$ cat src/rtl/stat_display.sv
// ----------------------------------------------------------------------------
// stat_display
//
// Display back-end for the statistics counters. One of five 32-bit
// statistics values is selected, snapshotted once per full scan frame and
// shown as 8 hex digits on a time-multiplexed, active-low 8-digit
// seven-segment display. Every digit of a frame comes from the same snapshot.
//
// Parameters:
//   SCAN_DIV  clk cycles each digit stays lit (2 .. 2^20)
//   CNT_W     width of the scan divider counter, 2^CNT_W >= SCAN_DIV
//
// Ports:
//   clk            system clock, rising edge
//   rst            synchronous, active-high reset
//   total_cycles   source 0
//   uncondi_num    source 1
//   condi_num      source 2
//   condi_suc_num  source 3
//   SyscallOut     source 4
//   sel[2:0]       source select, 5..7 display zero
//   hold           freeze the snapshot (scanning continues, dp lit on digit 7)
//   an[7:0]        digit enables, active-low, bit i = digit i
//   seg[7:0]       {dp,g,f,e,d,c,b,a}, active-low
//   frame_tick     one-cycle pulse in the cycle the snapshot loads
//
// Build option:
//   STAT_DISP_BLANK_EN  leading-zero blanking of digits 1..7
// ----------------------------------------------------------------------------
module stat_display #(
  parameter int unsigned SCAN_DIV = 100000,
  parameter int unsigned CNT_W    = 20
) (
  input  logic        clk,
  input  logic        rst,
  input  logic [31:0] total_cycles,
  input  logic [31:0] uncondi_num,
  input  logic [31:0] condi_num,
  input  logic [31:0] condi_suc_num,
  input  logic [31:0] SyscallOut,
  input  logic [2:0]  sel,
  input  logic        hold,
  output logic [7:0]  an,
  output logic [7:0]  seg,
  output logic        frame_tick
);

  typedef enum logic [2:0] {
    SRC_CYCLES   = 3'd0,
    SRC_UNCONDI  = 3'd1,
    SRC_CONDI    = 3'd2,
    SRC_CONDISUC = 3'd3,
    SRC_SYSCALL  = 3'd4
  } src_sel_e;

  localparam logic [CNT_W-1:0] SCAN_LAST = CNT_W'(SCAN_DIV - 1);

  logic [CNT_W-1:0] r_scan_cnt;
  logic [2:0]       r_digit_idx;
  logic [31:0]      r_snapshot;

  logic             w_scan_wrap;
  logic             w_frame_end;
  logic             w_load;
  logic [31:0]      w_src_val;
  logic [3:0]       w_nibble;
  logic [6:0]       w_hex_code;
  logic             w_blank;
  logic [6:0]       w_seg_code;
  logic             w_dp_n;
  logic [7:0]       w_an_n;

  assign w_scan_wrap = (r_scan_cnt == SCAN_LAST);
  assign w_frame_end = w_scan_wrap && (r_digit_idx == 3'd7);
  assign w_load      = w_frame_end && !hold;

  always_comb begin
    w_src_val = '0;
    case (src_sel_e'(sel))
      SRC_CYCLES:   w_src_val = total_cycles;
      SRC_UNCONDI:  w_src_val = uncondi_num;
      SRC_CONDI:    w_src_val = condi_num;
      SRC_CONDISUC: w_src_val = condi_suc_num;
      SRC_SYSCALL:  w_src_val = SyscallOut;
      default:      w_src_val = '0;
    endcase
  end

  assign w_nibble = r_snapshot[{r_digit_idx, 2'b00} +: 4];

  // {g,f,e,d,c,b,a}, active-low
  always_comb begin
    w_hex_code = 7'h7F;
    case (w_nibble)
      4'h0: w_hex_code = 7'h40;
      4'h1: w_hex_code = 7'h79;
      4'h2: w_hex_code = 7'h24;
      4'h3: w_hex_code = 7'h30;
      4'h4: w_hex_code = 7'h19;
      4'h5: w_hex_code = 7'h12;
      4'h6: w_hex_code = 7'h02;
      4'h7: w_hex_code = 7'h78;
      4'h8: w_hex_code = 7'h00;
      4'h9: w_hex_code = 7'h10;
      4'hA: w_hex_code = 7'h08;
      4'hB: w_hex_code = 7'h03;
      4'hC: w_hex_code = 7'h46;
      4'hD: w_hex_code = 7'h21;
      4'hE: w_hex_code = 7'h06;
      4'hF: w_hex_code = 7'h0E;
      default: w_hex_code = 7'h7F;
    endcase
  end

`ifdef STAT_DISP_BLANK_EN
  logic [31:0] w_upper;

  // Digit i is a leading zero when every nibble from i upward is zero.
  assign w_upper = r_snapshot >> {r_digit_idx, 2'b00};
  assign w_blank = (r_digit_idx != 3'd0) && (w_upper == '0);
`else
  assign w_blank = 1'b0;
`endif

  assign w_seg_code = w_blank ? 7'h7F : w_hex_code;
  assign w_dp_n     = !((r_digit_idx == 3'd7) && hold);
  assign w_an_n     = ~(8'b1 << r_digit_idx);

  always_ff @(posedge clk) begin
    if (rst) begin
      r_scan_cnt  <= '0;
      r_digit_idx <= '0;
      r_snapshot  <= '0;
      an          <= '1;
      seg         <= '1;
      frame_tick  <= 1'b0;
    end else begin
      r_scan_cnt <= w_scan_wrap ? '0 : r_scan_cnt + CNT_W'(1);
      if (w_scan_wrap) begin
        r_digit_idx <= r_digit_idx + 3'd1;
      end
      if (w_load) begin
        r_snapshot <= w_src_val;
      end
      frame_tick <= w_load;
      an         <= w_an_n;
      seg        <= {w_dp_n, w_seg_code};
    end
  end

endmodule

$ cat config.mk
export PLATFORM = sky130hd
export DESIGN_NAME = stat_display
export DESIGN_NICKNAME = d
export VERILOG_FILES = /design/src/rtl/stat_display.sv
export SDC_FILE = /design/constraint.sdc
export NUM_CORES = 1
export LEC_CHECK = 0
export CORE_MARGIN = 4
export CORE_UTILIZATION = 40
export DETAILED_ROUTE_END_ITERATION = 7
export PLACE_DENSITY = 0.86
export SYNTH_ARGS = -nofsm -noshare
export SYNTH_HDL_FRONTEND = slang
export SYNTH_SLANG_ARGS = --single-unit
export TNS_END_PERCENT = 30
$ cat constraint.sdc
create_clock -name clk -period 5.6 [get_ports clk]
set_clock_uncertainty 0.1 [all_clocks]
set_input_delay 1.68 -clock clk [delete_from_list [all_inputs] [get_ports clk]]
set_output_delay 1.68 -clock clk [all_outputs]
set_load 0.01 [all_outputs]
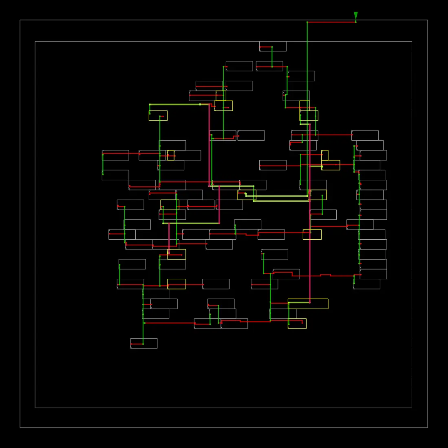
Run 1: clock wiring as the flow saved it
Skew-Pair Late Insertion Delay: 0.35 ns
clock sink total: 72

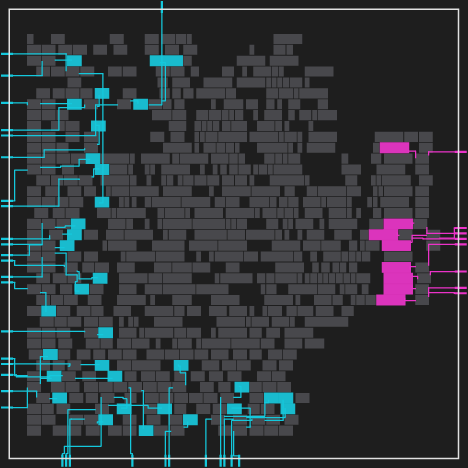
Run 1: wires at chosen ports, followed through buffers
(4 px per um)
`seg`: marked magenta, direction output, end cells 8, buffers 8, wire 92.8 um. `condi_suc_num`: marked cyan, direction input, end cells 32, buffers 32, wire 728 um.
I/O pin cnt: 183
Buffers on Ports: 182

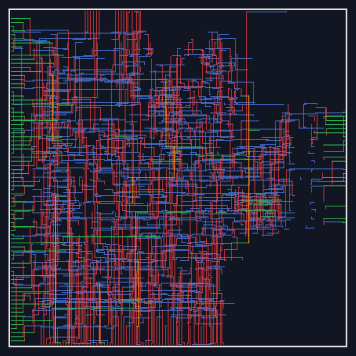
Run 1: signal wires by layer
(3 px per um)
M3: marked green, wire length 869 um. M2: marked red, wire length 6810 um. M4: marked orange, wire length 285 um. M1: marked blue, wire length 5260 um.
Vias: 4116
WL/cell: 17.5 um

==> ci_impl_report.md, run 1 <==
### Flow metrics

| Metric | Value |
|---|---|
| Reg2reg end | seg[3] |
| GP Congestion | about 0.85 |
| Dominant logic cell types in the final layout | clkdlybuf4s50_1, dfxtp_1, nor2_1 |
| Max Clock Freq | 250 MHz |
| Relative slew slack | 16.5% |
| CTS H-Tree Depth | 3 |
| Die area | 12500 um2 |
| Max FO, Critical Path | 31 |
| Most instantiated logic cell after routing | clkdlybuf4s50_1 |
| Hold Crit Class | reg -> reg |
| Count leader, synth | dfxtp_1 |
| Fin nets | 790 |
| Max-Cap Viols | 0 |
| Mux cell area share | 13.0% |
| Area figure in the yosys stat output | between 4000 and 5000 um2 |
| Area after DPL | 6160 um2 |
| Final core utilization | ~61% |
| Yosys reg bits | 72 |
| Die W | 112 um |
| GRT Util Overall | approximately a fifth |
| Xor/xnor share | 4.05% |
| Stage-log warning count | 34 |
| Worst-path clk slew | 0.08 ns |
| TNS Setup | 0 ns |
| Hold WS | 0.357 ns |
| Min-Delay Path Depth | 2 |
| Layout cells sized above 1 | 11.2% |
| Status | complete, no violations |
| Crit end category | register |
| CTS buffer count | 9 |
| WHS Endpoint | r_snapshot[19] |
| Vias per cell | 5.46 |
| Dominant cell type by area after synthesis | dfxtp_1 |
| CTS max path bufs | 2 |
| Min Clock Period, post-route | between 3 and 4 ns |
| Yosys aoi share | 24.6% |
| RSZ-0062 raised after global routing | no |
| Final period utilization | 71.4% |
| Remaining DRCs | 0 |
| Worst setup SP type | input port |
| Syn Nets | between 600 and 700 |
| Finish-stage setup viols | 0 |
| Post-CTS Resized | 0 |
| Global-route wire length before repair | 21.0 mm |
run 1: layer usage:
layer	global-route usage, %	vias up	part of all wire [%]
met2	37.0	173	52
met1	23.7	1904	40
met4	7.61	0	2.1
met5	0	-	0
met3	4.89	23	6.6
li1	-	2016	-
run 1: how the worst max path moves through the flow:
stage / startpoint / to / slack [ns]
3_5_place_dp: sel[2] / r_snapshot[15] / 1.25
2_1_floorplan: sel[2] / r_snapshot[27] / 2.50
5_1_grt: sel[2] / r_snapshot[15] / 1.36
4_1_cts: sel[2] / r_snapshot[15] / 1.63
3_3_place_gp: sel[2] / r_snapshot[25] / 1.38
6_report: sel[2] / r_snapshot[25] / 1.60
run 1: cell type report:
cell class / count / share of cell area, %
Multi-Input combinational cell: 332 / 41.8
Timing Repair Buffer: 187 / 29.0
Sequential cell: 72 / 22.6
Tap cell: 136 / 2.67
Clock buffer: 11 / 2.38
Clock inverter: 5 / 0.864
Inverter: 10 / 0.589
Antenna cell: 1 / 0.0393
run 1: worst max-delay path, cell delays in order:
cell,delay [ns]
clkdlybuf4s50_1,0.64
nand2b_1,0.99
o2bb2ai_1,0.19
a221o_1,0.33
a22oi_1,0.18
nor2_1,0.07
run 1: power by group:
| group | total (mW) | switching (mW) | internal [mW] | leakage [nW] |
|---|---|---|---|---|
| clock | 0.419 | 0.191 | 0.228 | 0.101 |
| sequential | 0.518 | 0.00230 | 0.516 | 0.583 |
| combinational | 0.221 | 0.0760 | 0.145 | 1.62 |
run 1: sequential cells by signal, indices dropped and copies added, names as in the netlist:
signal / count
r_snapshot: 32
r_scan_cnt: 20
r_digit_idx: 3
frame_tick: 1
an: 8
seg: 8
Run 1, selected gate families:
(3 px per um)
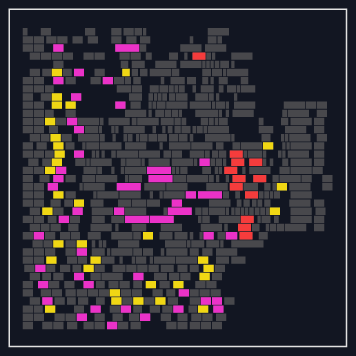

## Run 2: what changed since run 1
--- a/config.mk
+++ b/config.mk
@@ -6,9 +6,9 @@
 export NUM_CORES = 1
 export LEC_CHECK = 0
 export CORE_MARGIN = 4
-export CORE_UTILIZATION = 40
+export CORE_UTILIZATION = 39
 export DETAILED_ROUTE_END_ITERATION = 7
-export PLACE_DENSITY = 0.86
+export PLACE_DENSITY = 0.87
 export SYNTH_ARGS = -nofsm -noshare
 export SYNTH_HDL_FRONTEND = slang
 export SYNTH_SLANG_ARGS = --single-unit
==> constraint.sdc (replaced) <==
create_clock -name clk -period 3.64 [get_ports clk]
set_clock_uncertainty 0.1 [all_clocks]
set_input_delay 1.092 -clock clk [delete_from_list [all_inputs] [get_ports clk]]
set_output_delay 1.092 -clock clk [all_outputs]
set_load 0.01 [all_outputs]
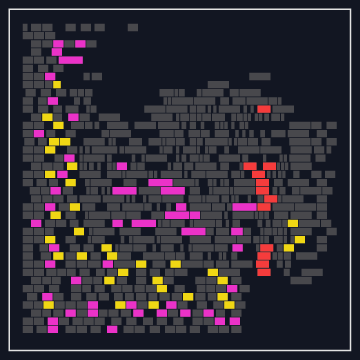
Run 2: selected gate families
(3 px per um)
non-inverting ao/oa cells: marked yellow, cells 34. fa/ha/maj cells: marked red, cells 12, where right middle. mux cells: marked magenta, cells 46.
Finished Layout Cells: 759
most instantiated logic cell after routing: clkdlybuf4s50_1

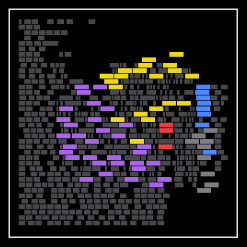
Run 2: sequential cells colored by netlist name
(2 px per um)
`r_snapshot`: marked purple, sequential cells 32. `r_digit_idx`: marked red, sequential cells 3. `r_scan_cnt`: marked yellow, sequential cells 20. `an`: marked blue, sequential cells 8, where right middle.
Another 9 sequential cells are not colored.

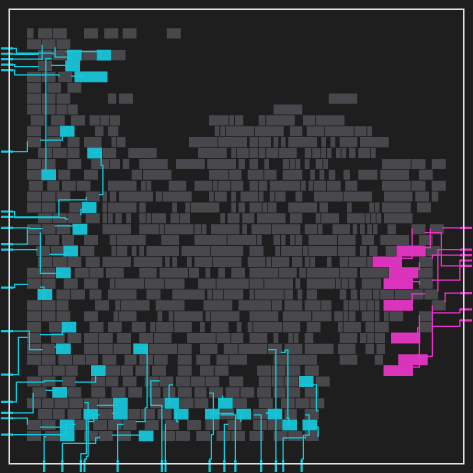
Run 2: wires at chosen ports, followed through buffers
(4 px per um)
`condi_suc_num`: marked cyan, direction input, end cells 32, buffers 32, wire 655 um. `seg`: marked magenta, direction output, end cells 8, buffers 8, wire 138 um.

==> run 2 against run 1 <==
  * Die size up 2.4%
  * Design area increased by 0.24%
  * Clock power increased by 31%
  * Core utilization is 2.3 points lower
  * Cell count rose by 0.66%
  * First-iteration DRC count fell by 3.3%
  * Combinational power is 55% higher
  * Sequential share of layout area decreased by 0.053 points
  * Synthesized area did not move
  * Via count is 0.73% higher
  * Worst hold slack improved by 0.0037 ns
  * Global-route usage decreased by 0.55 points
  * Highest routed layer unchanged
==> ci_impl_report.md, run 2 <==
### Flow metrics

| Metric | Value |
|---|---|
| Max FO, Critical Path | 12 (-61%) |
| Top layer reached by signal wires | met4 |
| Yosys reg bits | 72 (unchanged) |
| Status | complete, no violations |
| RSZ-0062 raised after global routing | no |
| Max Clock Freq | approximately 350 MHz |
| WL/cell | 17.2 um (-2.0%) |
| Post-CTS Resized | 0 (unchanged) |
| Min-Delay Path Depth | 2 (unchanged) |
| Biggest register | r_snapshot |
| Global-route wire length before repair | 20.9 mm (-0.13%) |
| CTS max path bufs | 2 (unchanged) |
| GRT Util Overall | 20.0% (-0.55 points) |
| Fin nets | 793 (+0.38%) |
| Max-Cap Viols | 0 (unchanged) |
| Area after DPL | 6220 um2 (+0.85%) |
| Vias | 4146 (+0.73%) |
| Final core utilization | 58.9% (-2.3 points) |
| Buffers on Ports | 182 (unchanged) |
| Die W | 113 um (+1.2%) |
| Relative slew slack | 43.0% (+27 points) |
| Count leader, synth | dfxtp_1 |
| DR WL met3 | 799 um (-7.9%) |
| I/O pin cnt | 183 (unchanged) |
| ANT cells | 0 (-1) |
| Mux cell area share | 13.0% (unchanged) |
| Dominant cell type by area after synthesis | dfxtp_1 |
| Hold WS | 0.360 ns (+0.00367 ns) |
| CTS buffer count | 9 (unchanged) |
| CTS H-Tree Depth | 3 (unchanged) |
| Top flop regs | r_snapshot x32, r_scan_cnt x20 |
| Met2 wire len | 6.80 mm (-0.19%) |
| Final period utilization | 78.5% |
| Worst-path clk slew | 0.07 ns (about the same) |
| Vias per cell | 5.46 (about the same) |
| Xor/xnor share | 4.05% (unchanged) |
-- run 2: cell counts after synthesis --
No cell type changed its count.
-- run 2: path summary, 6_finish.rpt --
check | start | end | slack (ns)
worst max-delay path | r_digit_idx[1] | seg[5] | 0.78
worst min register to register | r_snapshot[23] | r_snapshot[23] | 0.36
worst max register to register | r_digit_idx[1] | seg[5] | 0.78
worst min-delay path | r_snapshot[23] | r_snapshot[23] | 0.36
-- run 2: power breakdown --
| part | leakage [nW] | internal (mW) | switching, mW |
|---|---|---|---|
| combinational | 1.64 | 0.226 | 0.116 |
| sequential | 0.583 | 0.795 | 0.00379 |
| clock | 0.0947 | 0.276 | 0.273 |
-- run 2: worst max-delay path, stage by stage (launching register included) --
cell	delay [ns]
dfxtp_1	0.68
mux4_2	0.58
mux2i_1	0.48
inv_1	0.16
ha_1	0.23
nand3_1	0.09
o21ai_0	0.12
a221o_1	0.30
-- run 2: per-layer routing --
metal / GRT usage, % / up-vias
met5: 0 / -
met4: 5.69 / 0
met3: 4.81 / 14
met1: 23.3 / 1943
met2: 36.5 / 171
li1: - / 2018
-- run 2: area by class of cell --
type | count | share of cell area [%]
Sequential cell | 72 | 22.6
Clock buffer | 11 | 2.37
Tap cell | 140 | 2.74
Timing Repair Buffer | 190 | 29.7
Clock inverter | 4 | 0.313
Inverter | 10 | 0.588
Multi-Input combinational cell | 332 | 41.7
-- run 2: kinds of logic (layout without fill, tap and decap cells) --
logic type | count (synthesis) | count (layout)
buf+inv | 47 | 215
fa+ha+maj | 12 | 12
compound gates | 116 | 116
flops | 72 | 72
simple gates | 138 | 138
mux | 46 | 46
xor+xnor | 20 | 20
Run 2, signal wires by layer:
(3 px per um)
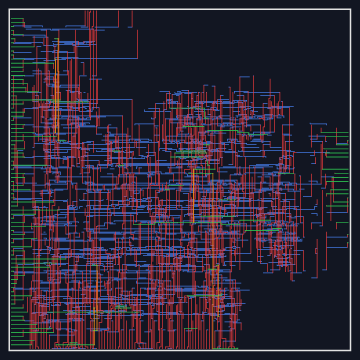

## Run 3: what changed since run 2
==> constraint.sdc (replaced) <==
create_clock -name clk -period 2.3 [get_ports clk]
set_clock_uncertainty 0.1 [all_clocks]
set_input_delay 0.69 -clock clk [delete_from_list [all_inputs] [get_ports clk]]
set_output_delay 0.69 -clock clk [all_outputs]
set_load 0.01 [all_outputs]
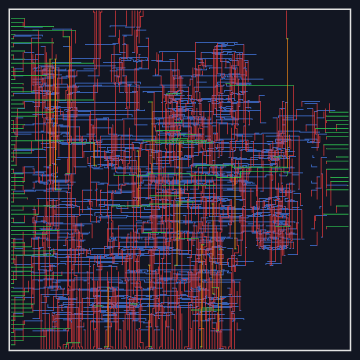
Run 3: signal wires by layer
(3 px per um)
M4: marked orange, wire length 439 um. M3: marked green, wire length 930 um. M1: marked blue, wire length 5500 um. M2: marked red, wire length 7160 um.

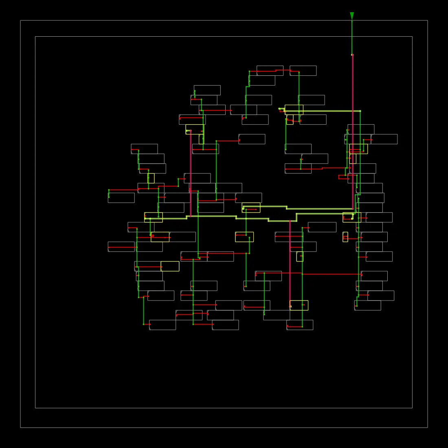
Run 3: clock wiring as the flow saved it
sequential cell count: 72
clock-net power: 857 uW
CLK BUF: 12

==> run 3 against run 2 <==
  * Combinational power grew 67%
  * Sequential share of layout area shrank 1.2 points
  * Wire length grew 7.5%
  * Setup slack lost 0.73 ns
  * Sequential cell count is the same
  * Total power grew 59%
  * Core utilization grew 3.4 points
==> ci_impl_report.md, run 3 <==
### Flow metrics

| Metric | Value |
|---|---|
| Status | complete, no violations |
| Critical-path top delay cell | clkdlybuf4s50_1 |
| Fin nets | 819 (+3.3%) |
| Yosys reg bits | 72 (unchanged) |
| Switching Share | 23.9% (+0.57 points) |
| Psw | 642 uW (+63%) |
| Top flop regs | r_snapshot x32, r_scan_cnt x20 |
| Biggest register | r_snapshot |
| CP delay by family, top | buffers and inverters |
| Crit-path cells | clkdlybuf4s50_1 > or2b_4 > buf_4 > nor4b_4 > buf_6 > clkbuf_16 > a22oi_1 > nor2_1 |
| CTS max path bufs | 2 (unchanged) |
| Leading power group | sequential cells |
| Max FO, Critical Path | 8 (-4) |
| Max Clock Freq | 445 MHz |
| Count leader, synth | dfxtp_1 |
| Relative slew slack | 59.4% (+16 points) |
| CTS buffer count | 9 (unchanged) |
| GRT Util Overall | 20.9% (+0.87 points) |
| Hold WS | 0.363 ns (+0.00242 ns) |
| CTS H-Tree Depth | 3 (unchanged) |
| Vias per cell | 5.46 (-0.10%) |
| Comb power frac | 21.2% (+1.0 points) |
| Worst-path clk slew | 0.08 ns (about the same) |
| Final period utilization | between 90% and 100% |
| ANT cells | 0 (unchanged) |
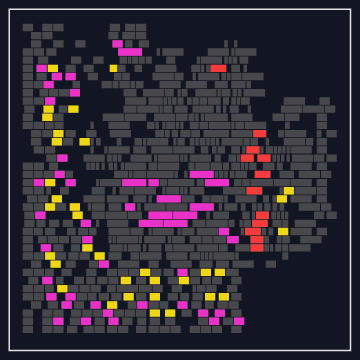
Run 3: selected gate families
(3 px per um)
fa/ha/maj cells: marked red, cells 12, where right middle. mux cells: marked magenta, cells 46. non-inverting ao/oa cells: marked yellow, cells 34.

run 3: cell counts after synthesis:
No cell type changed its count.
run 3: cell families (layout without fill, tap and decap cells):
logic type / count (synthesis) / in the layout / share of synthesized area [%]
simple gates: 138 / 138 / 16.2
compound gates: 116 / 116 / 24.6
flops: 72 / 72 / 33.3
buf+inv: 47 / 242 / 5.35
mux: 46 / 46 / 13.0
xor+xnor: 20 / 20 / 4.05
fa+ha+maj: 12 / 12 / 3.47
run 3: through the flow:
stage | area [um2] | cells | setup WS, ns | util [%]
final | 6760 | 786 | 0.0548 | 62.3
after global routing | 6760 | 786 | -0.00377 | 62.3
after CTS | 6620 | 781 | 0.0101 | 61.0
after detailed placement | 6440 | 764 | -0.329 | 59.4
after global placement | 6440 | 764 | -0.230 | 59.4
after floorplan | 4330 | 451 | -0.0391 | -
run 3: routing by layer:
layer	up-vias	GRT usage (%)	part of all wire, %
met2	173	37.6	51
met4	0	7.37	3.1
met1	2012	23.3	39
li1	2072	-	-
met5	-	0	0
met3	32	6.26	6.6
run 3: area by class of cell:
type / count / area [um2]
clock inverter: 4 / 20.0
sequential: 72 / 1440
fill: 858 / 4090
timing repair buffer: 216 / 2200
inverter: 10 / 37.5
clock buffer: 12 / 145
multi-input combinational: 332 / 2730
tap: 140 / 175
run 3: path summary, 6_finish.rpt:
check / start / endpoint / slack (ns) / cells past startpoint
setup / recovery: hold / r_snapshot[17] / 0.05 / 8
hold / removal: r_snapshot[19] / r_snapshot[19] / 0.36 / 2
setup reg to reg: r_digit_idx[1] / r_snapshot[17] / 0.10 / 9
hold reg to reg: r_snapshot[19] / r_snapshot[19] / 0.36 / 2
run 3: repair_timing:
action	in CTS	in global routing
gates cloned	0	3
endpoints found under the setup margin	4	14
endpoints found under the hold margin	0	0
pin swaps	2	2
gates resized	4	17
buffers inserted	1	2
Power figures rest on the tool's default switching activity, not on a simulated workload.
